File: src/rtl/kgp_pkg.sv
// Shared KGP-RISC loader definitions: loader FSM encoding and boot frame layout.
package kgp_pkg;

  typedef enum logic [2:0] {
    S_LEN_HI,
    S_LEN_LO,
    S_DATA,
    S_CSUM,
    S_DONE,
    S_ERR
  } state_e;

  localparam int LEN_BYTES      = 2;
  localparam int BYTES_PER_WORD = 4;
  localparam int IMEM_ADDR_W    = 10;

endpackage

File: src/rtl/imem_loader_word_assembler.sv
// Packs a big-endian byte stream into 32-bit words.
// The word-complete strobe fires in the same cycle as the word's 4th byte.
module word_assembler
  import kgp_pkg::*;
(
  input  logic        clk,
  input  logic        rst,
  input  logic        clr_i,
  input  logic        byte_vld_i,
  input  logic [7:0]  byte_i,
  output logic        word_vld_o,
  output logic [31:0] word_o
);

  logic [1:0]  cnt_q;
  logic [23:0] sr_q;

  // The completed word includes the byte that is arriving now.
  assign word_vld_o = byte_vld_i && (cnt_q == 2'(BYTES_PER_WORD - 1));
  assign word_o     = {sr_q, byte_i};

  always_ff @(posedge clk) begin
    if (rst || clr_i) begin
      cnt_q <= '0;
    end else if (byte_vld_i) begin
      cnt_q <= cnt_q + 2'd1;
    end
  end

  // A partial word left here after a reset is harmless: cnt_q restarts at 0.
  always_ff @(posedge clk) begin
    if (byte_vld_i) begin
      sr_q <= {sr_q[15:0], byte_i};
    end
  end

endmodule

File: src/rtl/imem_loader.sv
// Boot loader: parses a length-prefixed byte frame into the instruction memory,
// holds the CPU in reset while loading, and releases it on a good XOR checksum.
module imem_loader
  import kgp_pkg::*;
#(
  parameter int ADDR_W = IMEM_ADDR_W
) (
  input  logic              clk,
  input  logic              rst,
  input  logic              rx_valid,
  input  logic [7:0]        rx_data,
  output logic              rx_ready,
  output logic              mem_we,
  output logic [ADDR_W-1:0] mem_addr,
  output logic [31:0]       mem_din,
  output logic              cpu_hold,
  output logic              done,
  output logic              err,
  output logic [ADDR_W:0]   words_loaded,
  input  logic              reload
);

  localparam logic [16:0] CAP = 17'(1) << ADDR_W;

  state_e            state_q, state_d;
  logic [7:0]        len_hi_q;
  logic [15:0]       n_q;
  logic [ADDR_W:0]   wcnt_q;
  logic [ADDR_W:0]   wcnt_nxt;
  logic [7:0]        xor_q;
  logic              mem_we_q;
  logic [ADDR_W-1:0] mem_addr_q;
  logic [31:0]       mem_din_q;
  logic              rx_ready_q, cpu_hold_q, done_q, err_q;

  logic              hs;
  logic [15:0]       len_n;
  logic              do_reload;
  logic              word_vld;
  logic [31:0]       word;
  logic              last_word;

  assign hs        = rx_valid && rx_ready_q;
  assign len_n     = {len_hi_q, rx_data};
  assign do_reload = reload && (state_q == S_DONE || state_q == S_ERR);
  assign wcnt_nxt  = wcnt_q + 1'b1;
  assign last_word = 17'(wcnt_nxt) == {1'b0, n_q};

  word_assembler u_asm (
    .clk        (clk),
    .rst        (rst),
    .clr_i      (do_reload),
    .byte_vld_i (hs && state_q == S_DATA),
    .byte_i     (rx_data),
    .word_vld_o (word_vld),
    .word_o     (word)
  );

  always_comb begin
    state_d = state_q;
    case (state_q)
      S_LEN_HI: if (hs) state_d = S_LEN_LO;
      S_LEN_LO: begin
        if (hs) begin
          if (len_n == 16'd0)           state_d = S_CSUM;
          else if ({1'b0, len_n} > CAP) state_d = S_ERR;
          else                          state_d = S_DATA;
        end
      end
      S_DATA:   if (word_vld && last_word) state_d = S_CSUM;
      S_CSUM:   if (hs) state_d = (rx_data == xor_q) ? S_DONE : S_ERR;
      S_DONE,
      S_ERR:    if (reload) state_d = S_LEN_HI;
      default:  state_d = S_LEN_HI;
    endcase
  end

  // Status outputs are registered from the next state so they track state_q exactly.
  always_ff @(posedge clk) begin
    if (rst) begin
      state_q    <= S_LEN_HI;
      len_hi_q   <= '0;
      n_q        <= '0;
      wcnt_q     <= '0;
      xor_q      <= '0;
      mem_we_q   <= 1'b0;
      mem_addr_q <= '0;
      mem_din_q  <= '0;
      rx_ready_q <= 1'b1;
      cpu_hold_q <= 1'b1;
      done_q     <= 1'b0;
      err_q      <= 1'b0;
    end else begin
      state_q    <= state_d;
      rx_ready_q <= (state_d != S_DONE) && (state_d != S_ERR);
      cpu_hold_q <= (state_d != S_DONE);
      done_q     <= (state_d == S_DONE);
      err_q      <= (state_d == S_ERR);
      mem_we_q   <= word_vld;
      if (word_vld) begin
        mem_addr_q <= wcnt_q[ADDR_W-1:0];
        mem_din_q  <= word;
        wcnt_q     <= wcnt_nxt;
      end
      if (hs && state_q == S_LEN_HI) len_hi_q <= rx_data;
      if (hs && state_q == S_LEN_LO) n_q <= len_n;
      if (hs && state_q != S_CSUM)   xor_q <= xor_q ^ rx_data;
      if (do_reload) begin
        xor_q  <= '0;
        wcnt_q <= '0;
      end
    end
  end

  assign rx_ready     = rx_ready_q;
  assign mem_we       = mem_we_q;
  assign mem_addr     = mem_addr_q;
  assign mem_din      = mem_din_q;
  assign cpu_hold     = cpu_hold_q;
  assign done         = done_q;
  assign err          = err_q;
  assign words_loaded = wcnt_q;

endmodule
File: config.mk
export PLATFORM = sky130hd
export DESIGN_NAME = imem_loader
export DESIGN_NICKNAME = d
export VERILOG_FILES = /design/src/rtl/kgp_pkg.sv /design/src/rtl/imem_loader_word_assembler.sv /design/src/rtl/imem_loader.sv
export SDC_FILE = /design/constraint.sdc
export NUM_CORES = 1
export LEC_CHECK = 0
export ABC_AREA = 1
export CAP_MARGIN = 10
export CORE_UTILIZATION = 60
export CTS_BUF_LIST = sky130_fd_sc_hd__clkbuf_4 sky130_fd_sc_hd__clkbuf_8
export CTS_CLUSTER_SIZE = 24
export DETAILED_ROUTE_END_ITERATION = 8
export PLACE_DENSITY = 0.9
export SLEW_MARGIN = 5
export SYNTH_ARGS = -nofsm -noshare
export SYNTH_HDL_FRONTEND = slang
export SYNTH_SLANG_ARGS = --single-unit
File: constraint.sdc
create_clock -name clk -period 4.9 [get_ports clk]
set_input_delay 0.49 -clock clk [delete_from_list [all_inputs] [get_ports clk]]
set_output_delay 0.49 -clock clk [all_outputs]
set_load 0.01 [all_outputs]
==> job_summary.md, run 1 <==
### Metrics collected by this job

| Metric | Value |
|---|---|
| Routability congestion estimate | `0.9068` |
| Yosys cell count | `560` |
| Via density | `5.662` |
| Count of routing violations after the opening detailed-route iteration | `334` |
| Die extent in x | `90.18 µm` |
| Leakage power | `2.213 nW` |
| Number of distinct library cell variants in the gate-level netlist after synthesis | `28` |
| Avg Synthesized Cell Area | `8.332 µm²` |
| Hold_ws | `0.4637 ns` |
| Worst Path Class, Setup | `in -> reg` |
| Nets at Floorplan | `574` |
| Switching fraction of total power | `24.98%` |
| FA/HA/MAJ Cells, Area Fraction | `0.5363%` |
| Topmost layer with routed signal wires | `met4` |
| Least-Margin Pin Slew | `0.9458 ns` |
| Reg2reg start | `state_q[1]$_SDFF_PP0_` |
| Area growth, synth to finish | `24.59%` |
| Sequential Area | `0.002623 mm²` |
| Clock root buffer master | `sky130_fd_sc_hd__clkbuf_8` |
| Maximum single-stage delay on the critical path | `0.92 ns` |
| Sum of negative setup slack | `0 ns` |
| Number of warning messages in the logs | `26` |
| Area fraction in compound gates | `14.80%` |
| Power of the sequential group | `0.00107 W` |
| Simple Share, Synth | `19.92%` |
| Most common cell in the synthesized netlist | `sky130_fd_sc_hd__nand2_1` |
| Group with the largest share of power | `sequential cells` |
| Outcome | `finished clean` |
| Number of buffers added for setup after CTS | `0` |
| Deepest level of the CTS H-tree | `4` |
| PostCTS Resize Cnt | `0` |
| Top cells by count, synth | `127 x sky130_fd_sc_hd__nand2_1, 95 x sky130_fd_sc_hd__dfxtp_1, 80 x sky130_fd_sc_hd__a21oi_1, 52 x sky130_fd_sc_hd__o21ai_0, 50 x sky130_fd_sc_hd__nor2_1` |
| Number of synthesized flops with an enable pin | `24` |
| Synthesized cell area | `0.004666 mm²` |
| Worst-case clock buffer depth | `2` |
| Most area-hungry cell type in the Yosys netlist | `sky130_fd_sc_hd__dfxtp_1` |
| Most used routing layer in global routing | `met2` |
| Met3 wire length | `983 µm` |
| Number of global-route vias before repair | `3943` |
| Setup repair after global routing missed its margin | `false` |
| Die Area | `0.008132 mm²` |
| Worst path bufs/invs | `3` |
| Routed length per instance | `15.30 µm` |
| Endpoint of the worst hold-timing path | `u_asm.sr_q[17]$_DFFE_PP_` |
| Startpoint Class | `input pin` |
| IO Port Bufs | `69` |
| Most common flop cell mapped by yosys | `sky130_fd_sc_hd__dfxtp_1` |
| Largest fanout of any net on the critical path | `62` |
| FP Rows | `31` |
| Initial standard-cell utilization of the core | `63.31%` |
| Final Max Slew Viols | `0` |
| Worst reg2reg setup slack | `1.84 ns` |
| Reg2reg end | `mem_addr[9]$_SDFFE_PP0P_` |
| Max reg flops | `32` |
| Signal arrival time at the worst endpoint | `3.53 ns` |
| Residual antenna-violating net count after detailed routing | `0` |
| Chip area line of the yosys report | `0.004666 mm²` |
| Top logic family | `simple AND/OR/NAND/NOR gates` |
| Core footprint | `0.007370 mm²` |
| PwrDens | `371.6 mW/mm²` |
| Share of final-layout standard cells stronger than drive strength 1 | `7.488%` |
| Total global routing track utilization | `29.18%` |
| Cell count along the critical path | `8` |
| Post-synthesis share of cell area spent on xor and xnor gates | `2.172%` |
| Post-layout power | `0.002160 W` |
| Met1 Wirelength | `4.480 mm` |
| #FFs+latches synth | `119` |
| Crit end category | `register` |
| Cell occurring most often along the worst timing path | `sky130_fd_sc_hd__nand2_2` |
| Wire length of the first global-routing pass | `18.62 mm` |
| Cell chain of the critical path | `clkdlybuf4s50_1 > nand2_2 > nor3_4 > buf_4 > nand2_2 > inv_2 > o21ai_0 > a21oi_1` |
| Final hold violation count | `0` |
| Die height | `90.18 µm` |
| Number of top-level design ports | `70` |
| DRC viols | `0` |
| Maximum number of pins on one net before global-route repair | `63` |
| Syn. warnings | `0` |
| Comb. cell area | `0.001747 mm²` |
| TritonCTS clock tree | `done` |
| Initial antenna violation count | `0` |
| Layout net count | `643` |
| Slowest library cell on the worst path | `sky130_fd_sc_hd__inv_2` |
| Crit path DRT | `5.25 ns` |
[run 1: layout make-up]
class | count | share of cell area (%)
flip-flops and latches | 119 | 45.11
multi-input cells | 367 | 30.05
repair buffers | 73 | 12.40
clock buffers | 19 | 4.391
inverters | 51 | 3.293
clock inverters | 12 | 2.626
well taps | 99 | 2.131
[run 1: metrics by stage]
step | worst slack [ns] | utilization [%] | instance area (µm²) | std cells
after floorplan | 2.716 | - | 4666 | 560
after global placement | 1.534 | 73.34 | 5405 | 709
after detailed placement | 1.352 | 73.34 | 5405 | 709
after CTS | 1.757 | 78.88 | 5813 | 740
after global routing | 1.449 | 78.88 | 5813 | 740
final | 1.720 | 78.88 | 5813 | 740
Figure 1. Routed clock nets over the placement (run 1).
Scale bar: 20 µm.
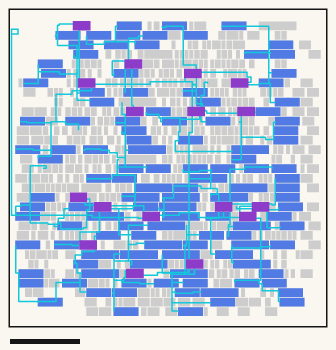
Key: flip-flops = blue [count 119]; clock-net drivers = purple [count 17]; clock wires = cyan [length 1360 µm]
There are 18 routed clock nets.
Late-Pin Clk Latency: 0.43 ns
final clock skew: 0.009005 ns
clock share of power: 42.3%
clock network power consumption: 0.000913 W

Figure 2. Cell outlines without signal wires (run 1).
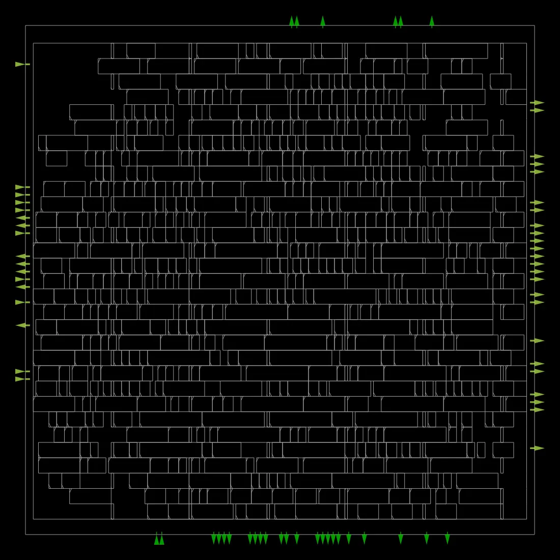
inserted tap cell count: 99
# fillers: 498

Figure 3. Metal 3 (run 1).
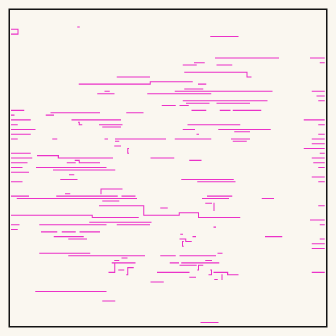
The wires run mostly horizontal. 111 nets have wire on it.
routed wire length: 11.33 mm
overall via count from detail_route: 4190
met3 demand-to-capacity share in global routing: 6.430%

==> run 1 -> run 2 <==
--- a/config.mk
+++ b/config.mk
@@ -7,11 +7,11 @@
 export LEC_CHECK = 0
 export ABC_AREA = 1
 export CAP_MARGIN = 10
-export CORE_UTILIZATION = 60
+export CORE_UTILIZATION = 50
 export CTS_BUF_LIST = sky130_fd_sc_hd__clkbuf_4 sky130_fd_sc_hd__clkbuf_8
 export CTS_CLUSTER_SIZE = 24
 export DETAILED_ROUTE_END_ITERATION = 8
-export PLACE_DENSITY = 0.9
+export PLACE_DENSITY = 0.81
 export SLEW_MARGIN = 5
 export SYNTH_ARGS = -nofsm -noshare
 export SYNTH_HDL_FRONTEND = slang
==> constraint.sdc (replaced) <==
create_clock -name clk -period 2.84 [get_ports clk]
set_input_delay 0.284 -clock clk [delete_from_list [all_inputs] [get_ports clk]]
set_output_delay 0.284 -clock clk [all_outputs]
set_load 0.01 [all_outputs]
Figure 4. Cell outlines without signal wires (run 2).
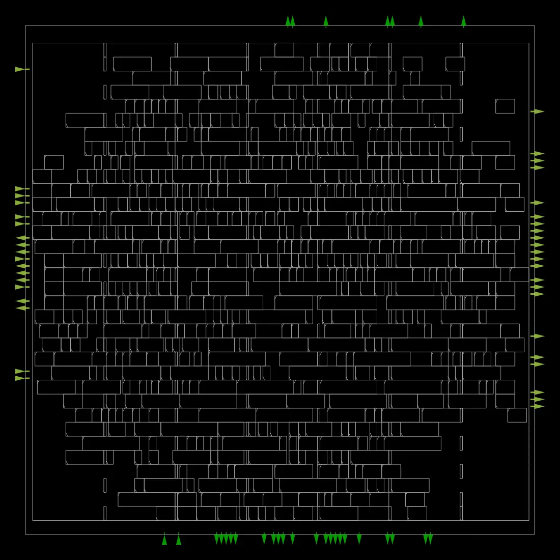
register share of the cell area: 45.04%
FP Rows: 34
core footprint: 0.008891 mm²
Final Util: 65.49%
final sequential cell count: 119

==> job_summary.md, run 2 <==
### Metrics collected by this job

| Metric | Value |
|---|---|
| Number of synthesized flops with an enable pin | `24 (unchanged)` |
| Fraction of area in multi-input gates | `30.00% (-0.052 points)` |
| Synthesized cell area | `0.004666 mm² (unchanged)` |
| Residual antenna-violating net count after detailed routing | `0 (unchanged)` |
| Simple Share, Synth | `19.92% (unchanged)` |
| Number of global-route vias before repair | `3698 (-6.2%)` |
| Number of top-level design ports | `70 (unchanged)` |
| IO Port Bufs | `69 (unchanged)` |
| Post-layout power | `0.003566 W (+65%)` |
| Syn. warnings | `0 (unchanged)` |
| Die Area | `0.009722 mm² (+20%)` |
| Worst slack, placed | `0.6121 ns (-0.7398 ns)` |
| Cell area after layout | `0.005823 mm² (+0.17%)` |
| Crit path DRT | `3.17 ns (-2.08 ns)` |
| Final Max Slew Viols | `0 (unchanged)` |
| Worst path bufs/invs | `1 (-2)` |
| Initial standard-cell utilization of the core | `52.48% (-11 points)` |
| PwrDens | `612.4 mW/mm² (+65%)` |
| Startpoint Class | `register` |
| Setup repair after global routing missed its margin | `false` |
| Comb. cell area | `0.001747 mm² (unchanged)` |
| Buffer share of cell area | `13.02% (+0.62 points)` |
| Routed length per instance | `14.19 µm (-7.2%)` |
| Number of multi-input combinational cells in the layout | `367 (unchanged)` |
| Hold_ws | `0.4427 ns (-0.02103 ns)` |
| Routability congestion estimate | `0.8678 (-4.3%)` |
| Leakage power | `2.218 nW (+0.21%)` |
| Most common flop cell mapped by yosys | `sky130_fd_sc_hd__dfxtp_1` |
| Cell area after placement | `0.005454 mm² (+0.90%)` |
| Initial antenna violation count | `0 (unchanged)` |
| Top logic family | `simple AND/OR/NAND/NOR gates` |
| Largest fanout of any net on the critical path | `7 (-89%)` |
| Worst Path Class, Setup | `reg -> reg` |
| Most common cell in the synthesized netlist | `sky130_fd_sc_hd__nand2_1` |
| Chip area line of the yosys report | `0.004666 mm² (unchanged)` |
| Post-synthesis share of cell area spent on xor and xnor gates | `2.172% (unchanged)` |
| Number of warning messages in the logs | `26 (unchanged)` |
| Crit end category | `register` |
| Area fraction in compound gates | `14.80% (unchanged)` |
| Deepest level of the CTS H-tree | `4 (unchanged)` |
| Endpoint of the worst hold-timing path | `u_asm.sr_q[22]$_DFFE_PP_` |
| Die height | `98.60 µm (+9.3%)` |
| Share of final-layout standard cells stronger than drive strength 1 | `8.346% (+0.86 points)` |
| Outcome | `finished clean` |
| Max reg flops | `32 (unchanged)` |
| Worst-case clock buffer depth | `2 (unchanged)` |
| # clk buffers | `23 (+4)` |
| Sum of negative setup slack | `0 ns (unchanged)` |
| Switching fraction of total power | `25.10% (+0.12 points)` |
| Number of buffers added for setup after CTS | `0 (unchanged)` |
| Die extent in x | `98.60 µm (+9.3%)` |
| DRC viols | `0 (unchanged)` |
| Most used routing layer in global routing | `met2` |
| Overall via count from detail_route | `3958 (-5.5%)` |
| Cell occurring most often along the worst timing path | `sky130_fd_sc_hd__nand2_1` |
| Number of cells in the finished layout apart from fillers | `755 (+2.0%)` |
| Placed insts | `723 (+2.0%)` |
[run 2: cell counts after synthesis]
No cell type changed its count.
[run 2: power by group through the flow]
stage                     registers, W  clock network, W  logic, W
final                          0.00184           0.00142  0.000310
after global routing           0.00185           0.00152  0.000347
after CTS                      0.00184           0.00143  0.000309
after detailed placement       0.00187                 0  0.000305
after global placement         0.00187                 0  0.000297
after floorplan                0.00186                 0  0.000212
[run 2: layer usage]
layer / part of all wire [%] / vias up
met3: 6.6 / 15
met4: 1.5 / 0
li1: - / 1990
met1: 44 / 1817
met2: 48 / 136
met5: 0 / -
[run 2: worst reg2reg max path, delay by kind of cell, from the launching register on]
| family | cells | cell delay [ns] |
|---|---|---|
| fa+ha+maj | 1 | 0.30 |
| buf+inv | 1 | 0.04 |
| flops | 1 | 0.51 |
| simple gates | 10 | 1.01 |
==> run 2 -> run 3 <==
==> constraint.sdc (replaced) <==
create_clock -name clk -period 1.6 [get_ports clk]
set_input_delay 0.16 -clock clk [delete_from_list [all_inputs] [get_ports clk]]
set_output_delay 0.16 -clock clk [all_outputs]
set_load 0.01 [all_outputs]
Figure 5. Cell outlines without signal wires (run 3).
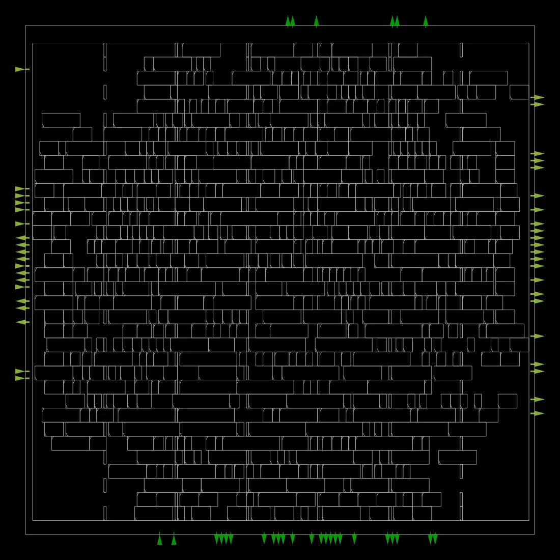
inserted tap cell count: 108
number of cells in the finished layout apart from fillers: 793
Final Util: 70.50%
# fillers: 661

==> job_summary.md, run 3 <==
### Metrics collected by this job

| Metric | Value |
|---|---|
| Routability congestion estimate | `0.9705 (+12%)` |
| Number of global-route vias before repair | `4283 (+16%)` |
| Setup violation total in the final timing report | `4` |
| Number of warning messages in the logs | `29 (+12%)` |
| Chip area line of the yosys report | `0.004666 mm² (unchanged)` |
| Failing checks | `negative setup slack` |
| Worst setup margin | `-0.05477 ns` |
| Worst Path Class, Setup | `reg -> reg` |
| IO Port Bufs | `69 (unchanged)` |
| Share of final-layout standard cells stronger than drive strength 1 | `17.52% (+9.2 points)` |
| Die height | `98.60 µm (unchanged)` |
| Topmost layer with routed signal wires | `met4` |
| Most common cell in the synthesized netlist | `sky130_fd_sc_hd__nand2_1` |
| Number of buffers added for setup after CTS | `0 (unchanged)` |
| Syn. warnings | `0 (unchanged)` |
| Die extent in x | `98.60 µm (unchanged)` |
| Hold_ws | `0.4093 ns (-0.03336 ns)` |
| Overall via count from detail_route | `4258 (+7.6%)` |
| Max reg flops | `32 (unchanged)` |
| Outcome | `finished with violations` |
| Post-layout power | `0.006387 W (+79%)` |
| Cell area after placement | `0.005796 mm² (+6.3%)` |
| Number of top-level design ports | `70 (unchanged)` |
| Initial antenna violation count | `0 (unchanged)` |
| Most common flop cell mapped by yosys | `sky130_fd_sc_hd__dfxtp_1` |
| Routed length per instance | `15.30 µm (+7.8%)` |
| Leakage power | `2.450 nW (+10%)` |
| Largest fanout of any net on the critical path | `4 (-3)` |
| Crit end category | `register` |
| Startpoint Class | `register` |
| Initial standard-cell utilization of the core | `52.48% (unchanged)` |
| Core footprint | `0.008891 mm² (unchanged)` |
| Worst path bufs/invs | `1 (unchanged)` |
| Met3 wire length | `697 µm (-1.7%)` |
| PwrDens | `1019 mW/mm² (+66%)` |
| Setup repair after global routing missed its margin | `true` |
| Endpoint of the worst hold-timing path | `u_asm.sr_q[1]$_DFFE_PP_` |
| Cell area after layout | `0.006269 mm² (+7.6%)` |
| Worst slack, placed | `-0.1684 ns (-0.7806 ns)` |
| Die Area | `0.009722 mm² (unchanged)` |
[run 3: area by class of cell]
type / instances / area share (%)
timing repair buffer: 116 / 17.27
clock inverter: 13 / 1.737
tap: 108 / 2.156
inverter: 51 / 3.094
sequential: 119 / 42.06
multi-input combinational: 367 / 29.72
clock buffer: 19 / 3.972
[run 3: report_power, final]
group,internal [W],switching (W)
registers,0.00318,0.0000866
logic,0.000264,0.000396
clock network,0.00124,0.00122
total,0.00468,0.00171
[run 3: kinds of logic (layout without fill, tap and decap cells)]
logic type      after synthesis  after routing  share of synthesized area [%]
flops                       119            119                          56.21
xor+xnor                     10             10                          2.172
compound gates              136            136                          14.80
simple gates                219            219                          19.93
fa+ha+maj                     2              2                         0.5363
buf+inv                      74            199                          6.356
Power figures rest on the tool's default switching activity, not on a simulated workload.
